## src/rtl/vga_timing_pkg.sv

```systemverilog
// rtl/vga_timing_pkg.sv - timing defaults, state encoding and coordinate widths for the VGA frame probe
package vga_timing_pkg;

  localparam int H_TOTAL = 800;
  localparam int V_TOTAL = 521;
  localparam int HBP     = 144;
  localparam int HFP     = 784;
  localparam int VBP     = 31;
  localparam int VFP     = 511;

  localparam int X_W = 10;
  localparam int Y_W = 9;

  typedef enum logic [1:0] {
    HUNT   = 2'd0,
    CHECK  = 2'd1,
    LOCKED = 2'd2
  } probe_state_t;

  // A pixel counts as lit when any colour component is nonzero
  function automatic logic rgb_lit(input logic [4:0] r, input logic [5:0] g, input logic [4:0] b);
    return (|r) | (|g) | (|b);
  endfunction

endpackage

```

## src/rtl/vga_bbox_acc.sv

```systemverilog
// rtl/vga_bbox_acc.sv - per-frame bounding box of lit pixels, published on frame end
module vga_bbox_acc
  import vga_timing_pkg::*;
(
  input  logic           clk,
  input  logic           rst,
  input  logic           run,
  input  logic           frame_end,
  input  logic           pix_valid,
  input  logic           pix_lit,
  input  logic [X_W-1:0] pix_x,
  input  logic [Y_W-1:0] pix_y,
  output logic           frame_done,
  output logic           obj_found,
  output logic [X_W-1:0] bbox_x_min,
  output logic [X_W-1:0] bbox_x_max,
  output logic [Y_W-1:0] bbox_y_min,
  output logic [Y_W-1:0] bbox_y_max
);

  logic           any_q, any_d;
  logic [X_W-1:0] xmin_q, xmin_d, xmax_q, xmax_d;
  logic [Y_W-1:0] ymin_q, ymin_d, ymax_q, ymax_d;
  logic           done_q, done_d, obj_q, obj_d;
  logic [X_W-1:0] bxmin_q, bxmin_d, bxmax_q, bxmax_d;
  logic [Y_W-1:0] bymin_q, bymin_d, bymax_q, bymax_d;

  logic           hit;
  logic           nx_any;
  logic [X_W-1:0] nx_xmin, nx_xmax;
  logic [Y_W-1:0] nx_ymin, nx_ymax;

  // Fold the current lit pixel into the running box, then publish or clear
  always_comb begin
    hit     = pix_valid && pix_lit;
    nx_any  = any_q | hit;
    nx_xmin = xmin_q;
    nx_xmax = xmax_q;
    nx_ymin = ymin_q;
    nx_ymax = ymax_q;
    if (hit) begin
      if (!any_q) begin
        nx_xmin = pix_x;
        nx_xmax = pix_x;
        nx_ymin = pix_y;
        nx_ymax = pix_y;
      end else begin
        if (pix_x < xmin_q) nx_xmin = pix_x;
        if (pix_x > xmax_q) nx_xmax = pix_x;
        if (pix_y < ymin_q) nx_ymin = pix_y;
        if (pix_y > ymax_q) nx_ymax = pix_y;
      end
    end

    any_d   = nx_any;
    xmin_d  = nx_xmin;
    xmax_d  = nx_xmax;
    ymin_d  = nx_ymin;
    ymax_d  = nx_ymax;
    done_d  = 1'b0;
    obj_d   = obj_q;
    bxmin_d = bxmin_q;
    bxmax_d = bxmax_q;
    bymin_d = bymin_q;
    bymax_d = bymax_q;

    if (!run) begin
      // Not locked: anything gathered so far belongs to an untrusted frame
      any_d  = 1'b0;
      xmin_d = '0;
      xmax_d = '0;
      ymin_d = '0;
      ymax_d = '0;
    end else if (frame_end) begin
      done_d = 1'b1;
      obj_d  = nx_any;
      if (nx_any) begin
        bxmin_d = nx_xmin;
        bxmax_d = nx_xmax;
        bymin_d = nx_ymin;
        bymax_d = nx_ymax;
      end
      any_d  = 1'b0;
      xmin_d = '0;
      xmax_d = '0;
      ymin_d = '0;
      ymax_d = '0;
    end
  end

  // Running box and published outputs
  always_ff @(posedge clk or posedge rst) begin
    if (rst) begin
      any_q   <= 1'b0;
      xmin_q  <= '0;
      xmax_q  <= '0;
      ymin_q  <= '0;
      ymax_q  <= '0;
      done_q  <= 1'b0;
      obj_q   <= 1'b0;
      bxmin_q <= '0;
      bxmax_q <= '0;
      bymin_q <= '0;
      bymax_q <= '0;
    end else begin
      any_q   <= any_d;
      xmin_q  <= xmin_d;
      xmax_q  <= xmax_d;
      ymin_q  <= ymin_d;
      ymax_q  <= ymax_d;
      done_q  <= done_d;
      obj_q   <= obj_d;
      bxmin_q <= bxmin_d;
      bxmax_q <= bxmax_d;
      bymin_q <= bymin_d;
      bymax_q <= bymax_d;
    end
  end

  assign frame_done = done_q;
  assign obj_found  = obj_q;
  assign bbox_x_min = bxmin_q;
  assign bbox_x_max = bxmax_q;
  assign bbox_y_min = bymin_q;
  assign bbox_y_max = bymax_q;

endmodule

```

## src/rtl/vga_frame_probe.sv

```systemverilog
// rtl/vga_frame_probe.sv - VGA sync lock, pixel recovery and lit-pixel bbox; SYNC_ERR_CNT_EN adds err_cnt
module vga_frame_probe
  import vga_timing_pkg::*;
#(
  parameter int H_TOTAL = vga_timing_pkg::H_TOTAL,
  parameter int V_TOTAL = vga_timing_pkg::V_TOTAL,
  parameter int HBP     = vga_timing_pkg::HBP,
  parameter int HFP     = vga_timing_pkg::HFP,
  parameter int VBP     = vga_timing_pkg::VBP,
  parameter int VFP     = vga_timing_pkg::VFP
) (
  input  logic           pclk,
  input  logic           reset,
  input  logic           pix_en,
  input  logic           hsync,
  input  logic           vsync,
  input  logic [4:0]     red,
  input  logic [5:0]     green,
  input  logic [4:0]     blue,
  output logic           locked,
  output logic           pixel_valid,
  output logic [X_W-1:0] pixel_x,
  output logic [Y_W-1:0] pixel_y,
  output logic           pixel_lit,
  output logic           frame_done,
  output logic           obj_found,
  output logic [X_W-1:0] bbox_x_min,
  output logic [X_W-1:0] bbox_x_max,
  output logic [Y_W-1:0] bbox_y_min,
  output logic [Y_W-1:0] bbox_y_max
`ifdef SYNC_ERR_CNT_EN
  ,
  output logic [15:0]    err_cnt
`endif
);

  localparam int HC_W = $clog2(2 * H_TOTAL);
  localparam int VC_W = $clog2(2 * V_TOTAL);

  localparam logic [HC_W-1:0] H_LAST    = HC_W'(H_TOTAL - 1);
  localparam logic [HC_W-1:0] H_SAT     = HC_W'(2 * H_TOTAL - 1);
  localparam logic [HC_W-1:0] H_PRE_SAT = HC_W'(2 * H_TOTAL - 2);
  localparam logic [HC_W-1:0] H_BP_C    = HC_W'(HBP);
  localparam logic [HC_W-1:0] H_FP_C    = HC_W'(HFP);
  localparam logic [VC_W-1:0] V_LAST    = VC_W'(V_TOTAL - 1);
  localparam logic [VC_W-1:0] V_SAT     = '1;
  localparam logic [VC_W-1:0] V_BP_C    = VC_W'(VBP);
  localparam logic [VC_W-1:0] V_FP_C    = VC_W'(VFP);

  logic [HC_W-1:0] hcount_q, hcount_d;
  logic [VC_W-1:0] vcount_q, vcount_d;
  logic            hs_prev_q, hs_prev_d;
  logic            vs_prev_q, vs_prev_d;
  probe_state_t    state_q, state_d;
  logic            chk_err_q, chk_err_d;
  logic            pixel_valid_q, pixel_valid_d;
  logic [X_W-1:0]  pixel_x_q, pixel_x_d;
  logic [Y_W-1:0]  pixel_y_q, pixel_y_d;
  logic            pixel_lit_q, pixel_lit_d;

  logic            hs_fall, vs_fall;
  logic            line_err, frame_err, any_err;
  logic            frame_end;
  logic            active;
  logic [HC_W-1:0] hx;
  logic [VC_W-1:0] vy;

  // Sample syncs on pix_en, recover counters, run the lock FSM and form the pixel stream
  always_comb begin
    hcount_d      = hcount_q;
    vcount_d      = vcount_q;
    hs_prev_d     = hs_prev_q;
    vs_prev_d     = vs_prev_q;
    state_d       = state_q;
    chk_err_d     = chk_err_q;
    pixel_valid_d = 1'b0;
    pixel_x_d     = pixel_x_q;
    pixel_y_d     = pixel_y_q;
    pixel_lit_d   = pixel_lit_q;
    line_err      = 1'b0;
    frame_err     = 1'b0;
    any_err       = 1'b0;
    frame_end     = 1'b0;
    active        = 1'b0;
    hs_fall       = pix_en && !hsync && hs_prev_q;
    vs_fall       = pix_en && !vsync && vs_prev_q;
    hx            = '0;
    vy            = '0;

    if (pix_en) begin
      hs_prev_d = hsync;
      vs_prev_d = vsync;

      if (hs_fall) begin
        hcount_d = '0;
        line_err = (hcount_q != H_LAST);
        if (vs_fall) vcount_d = '0;
        else if (vcount_q != V_SAT) vcount_d = vcount_q + 1'b1;
      end else if (hcount_q != H_SAT) begin
        hcount_d = hcount_q + 1'b1;
        // Sync loss is flagged once, on the sample that reaches saturation
        line_err = (hcount_q == H_PRE_SAT);
      end

      frame_err = vs_fall && (vcount_q != V_LAST);
      // Timing is only judged once a frame start has been seen
      any_err   = (state_q != HUNT) && (line_err || frame_err);

      case (state_q)
        HUNT: begin
          if (vs_fall) begin
            state_d   = CHECK;
            chk_err_d = 1'b0;
          end
        end
        CHECK: begin
          if (vs_fall) begin
            if (any_err || chk_err_q) chk_err_d = 1'b0;
            else                      state_d   = LOCKED;
          end else if (any_err) begin
            chk_err_d = 1'b1;
          end
        end
        LOCKED: begin
          if (any_err)      state_d   = HUNT;
          else if (vs_fall) frame_end = 1'b1;
        end
        default: state_d = HUNT;
      endcase

      active = (state_q == LOCKED) &&
               (hcount_d >= H_BP_C) && (hcount_d < H_FP_C) &&
               (vcount_d >= V_BP_C) && (vcount_d < V_FP_C);
      if (active) begin
        hx            = hcount_d - H_BP_C;
        vy            = vcount_d - V_BP_C;
        pixel_valid_d = 1'b1;
        pixel_x_d     = X_W'(hx);
        pixel_y_d     = Y_W'(vy);
        pixel_lit_d   = rgb_lit(red, green, blue);
      end
    end
  end

  // Timing state and registered pixel outputs
  always_ff @(posedge pclk or posedge reset) begin
    if (reset) begin
      hcount_q      <= '0;
      vcount_q      <= '0;
      hs_prev_q     <= 1'b1;
      vs_prev_q     <= 1'b1;
      state_q       <= HUNT;
      chk_err_q     <= 1'b0;
      pixel_valid_q <= 1'b0;
      pixel_x_q     <= '0;
      pixel_y_q     <= '0;
      pixel_lit_q   <= 1'b0;
    end else begin
      hcount_q      <= hcount_d;
      vcount_q      <= vcount_d;
      hs_prev_q     <= hs_prev_d;
      vs_prev_q     <= vs_prev_d;
      state_q       <= state_d;
      chk_err_q     <= chk_err_d;
      pixel_valid_q <= pixel_valid_d;
      pixel_x_q     <= pixel_x_d;
      pixel_y_q     <= pixel_y_d;
      pixel_lit_q   <= pixel_lit_d;
    end
  end

  assign locked      = (state_q == LOCKED);
  assign pixel_valid = pixel_valid_q;
  assign pixel_x     = pixel_x_q;
  assign pixel_y     = pixel_y_q;
  assign pixel_lit   = pixel_lit_q;

  vga_bbox_acc u_bbox (
    .clk        (pclk),
    .rst        (reset),
    .run        (locked),
    .frame_end  (frame_end),
    .pix_valid  (pixel_valid_q),
    .pix_lit    (pixel_lit_q),
    .pix_x      (pixel_x_q),
    .pix_y      (pixel_y_q),
    .frame_done (frame_done),
    .obj_found  (obj_found),
    .bbox_x_min (bbox_x_min),
    .bbox_x_max (bbox_x_max),
    .bbox_y_min (bbox_y_min),
    .bbox_y_max (bbox_y_max)
  );

`ifdef SYNC_ERR_CNT_EN
  logic [15:0] err_cnt_q, err_cnt_d;

  // Saturating count of erroneous samples; coincident line and frame errors count once
  always_comb begin
    err_cnt_d = err_cnt_q;
    if (any_err && (err_cnt_q != 16'hFFFF)) err_cnt_d = err_cnt_q + 16'd1;
  end

  // Error counter register, cleared only by reset
  always_ff @(posedge pclk or posedge reset) begin
    if (reset) err_cnt_q <= '0;
    else       err_cnt_q <= err_cnt_d;
  end

  assign err_cnt = err_cnt_q;
`endif

endmodule

```

## config.mk

```make
export PLATFORM = sky130hd
export DESIGN_NAME = vga_frame_probe
export DESIGN_NICKNAME = d
export VERILOG_FILES = /design/src/rtl/vga_timing_pkg.sv /design/src/rtl/vga_bbox_acc.sv /design/src/rtl/vga_frame_probe.sv
export SDC_FILE = /design/constraint.sdc
export NUM_CORES = 1
export LEC_CHECK = 0
export CAP_MARGIN = 20
export CELL_PAD_IN_SITES_DETAIL_PLACEMENT = 2
export CELL_PAD_IN_SITES_GLOBAL_PLACEMENT = 2
export CORE_UTILIZATION = 36
export DETAILED_ROUTE_END_ITERATION = 10
export HOLD_SLACK_MARGIN = 0.06
export PLACE_DENSITY = 0.82
export SLEW_MARGIN = 20
export SYNTH_ARGS = -nofsm -noshare
export SYNTH_HDL_FRONTEND = slang
export SYNTH_SLANG_ARGS = --single-unit
```

## constraint.sdc

```tcl
create_clock -name pclk -period 5.65 [get_ports pclk]
set_clock_uncertainty 0.05 [all_clocks]
set_input_delay 1.695 -clock pclk [delete_from_list [all_inputs] [get_ports pclk]]
set_output_delay 1.695 -clock pclk [all_outputs]
set_load 0.05 [all_outputs]
```

==> results.tsv <==
stage	metric	value	unit
global_route	vias in the first global route	6720	
setup_path	CP cell instances	clkdlybuf4s50_1, buf_4, and3b_1, o21ai_0, a32oi_1, inv_1, ha_1, and4_1, nor4_1, nor3_4, buf_4, mux2_1	
yosys	Mapped Area	0.006925	mm2
clocking	post-CTS sizing	0	
yosys	ys async rst share	100.0	%
placed_design	gpl congestion	0.8427	
floorplan	core area	0.01877	mm2
timing	Slew HR	36.26	%
route	via count	5811	
route	drt total wl	22680	um
setup_path	Worst EP arrival	5.02	ns
global_route	initial antenna violation count	0	
placed_design	dpl hpwl	15680	um
setup_path	r2r endpoint	pixel_y[2]	
timing	Final Hold Fails	0	
timing	# setup viols final	0	
global_route	total grt overflow	0	
route	DRC	0	
power	Max VDD drop	0.2065	mV
yosys	Synth area leader	dfrtp_1	
yosys	Max-area cell share	45.17	%
setup_path	reg-to-reg startpoint	vcount_q[0]	
yosys	Synth cell types	61	
clocking	clk latency late pin	0.42	ns
global_route	largest net degree at the start of global routing	77	
cells_and_area	ANT cells	0	
clocking	Root Driver	clkbuf_16	
power	Power Density	290.6	mW/mm2
floorplan	Die W	140.7	um
setup_path	critical path capture point type	flip-flop	
timing	TNS Setup	0	ns
yosys	Post-synth EDFFs	0	
setup_path	worst r2r path cells	12	
yosys	top cells, area	dfrtp_1 45%, ha_1 7.8%, mux2i_1 5.2%	
timing	Final Max-Slew Violation Tally	0	
power	Lkg Pwr	0.003609	uW
floorplan	IO Pins	83	
yosys	Flops after synth	127	
worst_hold_path	Worst Min Path Start	chk_err_q	
yosys	top cells by count	125 x dfrtp_1, 90 x nor2_1, 53 x a21oi_1, 53 x inv_1, 43 x ha_1	
floorplan	chip height	140.7	um
worst_hold_path	Worst Hold Depth	1	
clocking	Sinks on Clock Net	127	
clocking	clock slew at reported path FFs	0.06	ns
setup_path	crit path kind	in2reg	
timing	Worst-Margin Slew	0.9488	ns
route	initial DRC count	261	
floorplan	FP Util	36.90	%
placed_design	# port buffers	82	
floorplan	std cell rows	50	
clocking	H-tree depth	4	
status	outcome	finished clean	
yosys	Yosys Instances	703	
cells_and_area	area grow syn2layout	23.60	%
cells_and_area	most frequent cells in the layout	125 x dfrtp_1, 90 x nor2_1, 82 x clkdlybuf4s50_1	
setup_path	CP peak stage delay	0.49	ns
cells_and_area	fin nets	846	
timing	Max Clk Rate	0.2089	GHz
route	DR pass1 iterations	4	
power	final total power	2488	uW
yosys	Yosys top cell by instances	dfrtp_1	
clocking	buffer depth of the longest clock path	2	
yosys	Post-synth seq share	45.93	%
global_route	GRT Util Overall	24.15	%
timing	Tmin final	4.787	ns
cells_and_area	share of cells above drive strength 1	9.434	%
worst_hold_path	HP Class	reg2reg	
yosys	syn_area_per_cell	9.851	um2
global_route	gr busiest metal	met2	
cells_and_area	Top cell excl fill/tap	dfrtp_1	
clocking	# Post-CTS Setup Buffers	0	
timing	RSZ-0062 raised after global routing	false	
timing	Final Cycle Share	84.73	%
clocking	CTS Buf Count	17	
setup_path	CP Launch Type	input pin	
yosys	Synth warnings	0	
setup_path	crit path from	pix_en	
worst_hold_path	Min-Delay Endpoint	chk_err_q	
clocking	CTS tree	built	
setup_path	delay-heaviest family, CP	buffers and inverters	
job	max_cap viols	0	
clocking	CTS hold repair buffers	0	
## per-stage QoR
stage | hold slack [ns] | util [%] | area, um2 | cells | worst slack, ns
after floorplan | 0.4107 | - | 6925 | 703 | 0.5240
after global placement | 0.4241 | 42.56 | 7988 | 997 | 0.5682
after detailed placement | 0.4441 | 42.58 | 7991 | 997 | 0.3855
after CTS | 0.4615 | 45.61 | 8559 | 1029 | 0.7857
after global routing | 0.4729 | 45.61 | 8559 | 1029 | 0.5500
final | 0.4592 | 45.61 | 8559 | 1029 | 0.8630
## how the worst max path moves through the flow
stage,endpoint,slack [ns],depth (start not counted)
floorplan,chk_err_q,0.52,1
finish,pixel_y[2],0.86,12
global placement,pixel_x[8],0.57,12
detailed placement,pixel_y[2],0.39,11
global route,pixel_y[2],0.55,12
CTS,pixel_y[2],0.79,11
## report_power, final
part	switching [uW]	internal, uW	leakage (uW)
logic	230	147	0.00160
clock network	436	627	0.000271
registers	89.1	958	0.00174
## final cells by class
class,count,area (um2)
flip-flops and latches,127,3181
inverters,53,201.4
clock buffers,19,452.9
well taps,234,292.8
multi-input cells,490,3401
clock inverters,13,115.1
repair buffers,93,915.9
fillers,1952,10210
## cells by family after synthesis
group           after synthesis  share of synthesized area (%)
mux                          60                          9.648
compound gates              151                          13.64
flops                       127                          45.93
simple gates                221                          15.99
buf+inv                      86                          5.131
fa+ha+maj                    43                          7.769
xor+xnor                     15                          1.897
## registers in the layout, summed over array words and instances, names as in the netlist, 10 cells and up
register and count:
hcount_q 11, vcount_q 11, pixel_x 10, u_bbox.bbox_x_max 10, u_bbox.bbox_x_min 10, u_bbox.xmax_q 10, u_bbox.xmin_q 10
## layer usage
metal	up-vias	routed length [um]
li1	2655	-
met1	3002	9878
met2	103	11520
met3	51	658
met4	0	621
met5	-	0
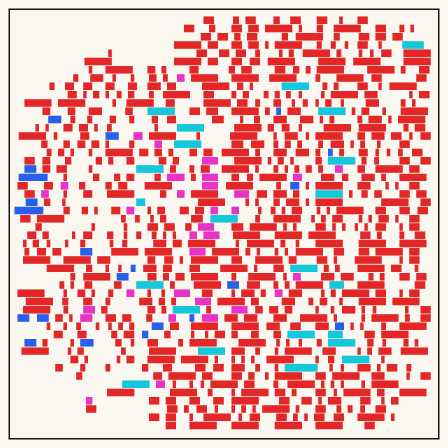
(sizing map)
Key: x1 and smaller = red [cells 720, most used dfrtp_1]; x3 and x4 = magenta [cells 32]; x6 and larger = cyan [cells 22, most used clkbuf_16]; x2 = blue [cells 21, most used mux2_2]

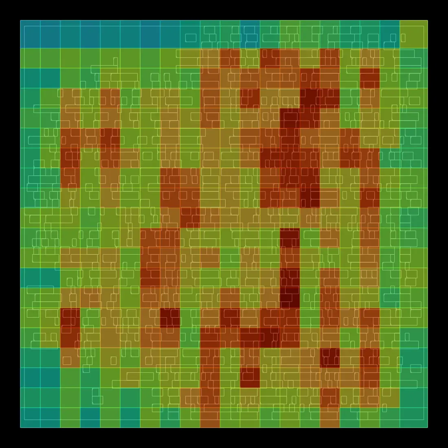
(congestion heat map)
GR Util met1: 29.24%
met3 Usage GRT: 4.076%
GRT met2 Usage: 42.37%

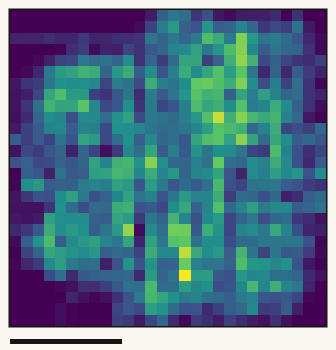
(wiring heat map)
Scale bar: 50 um. The die is cut into 28 by 28 equal tiles; dark purple is low, yellow is high, scaled to the fullest tile. Values are wire area over tile area, all layers added.
The mean over all tiles is 0.18. The fullest tile reaches 0.54. 10% of the tiles are nearly empty.

Power and IR drop assume default switching activity.
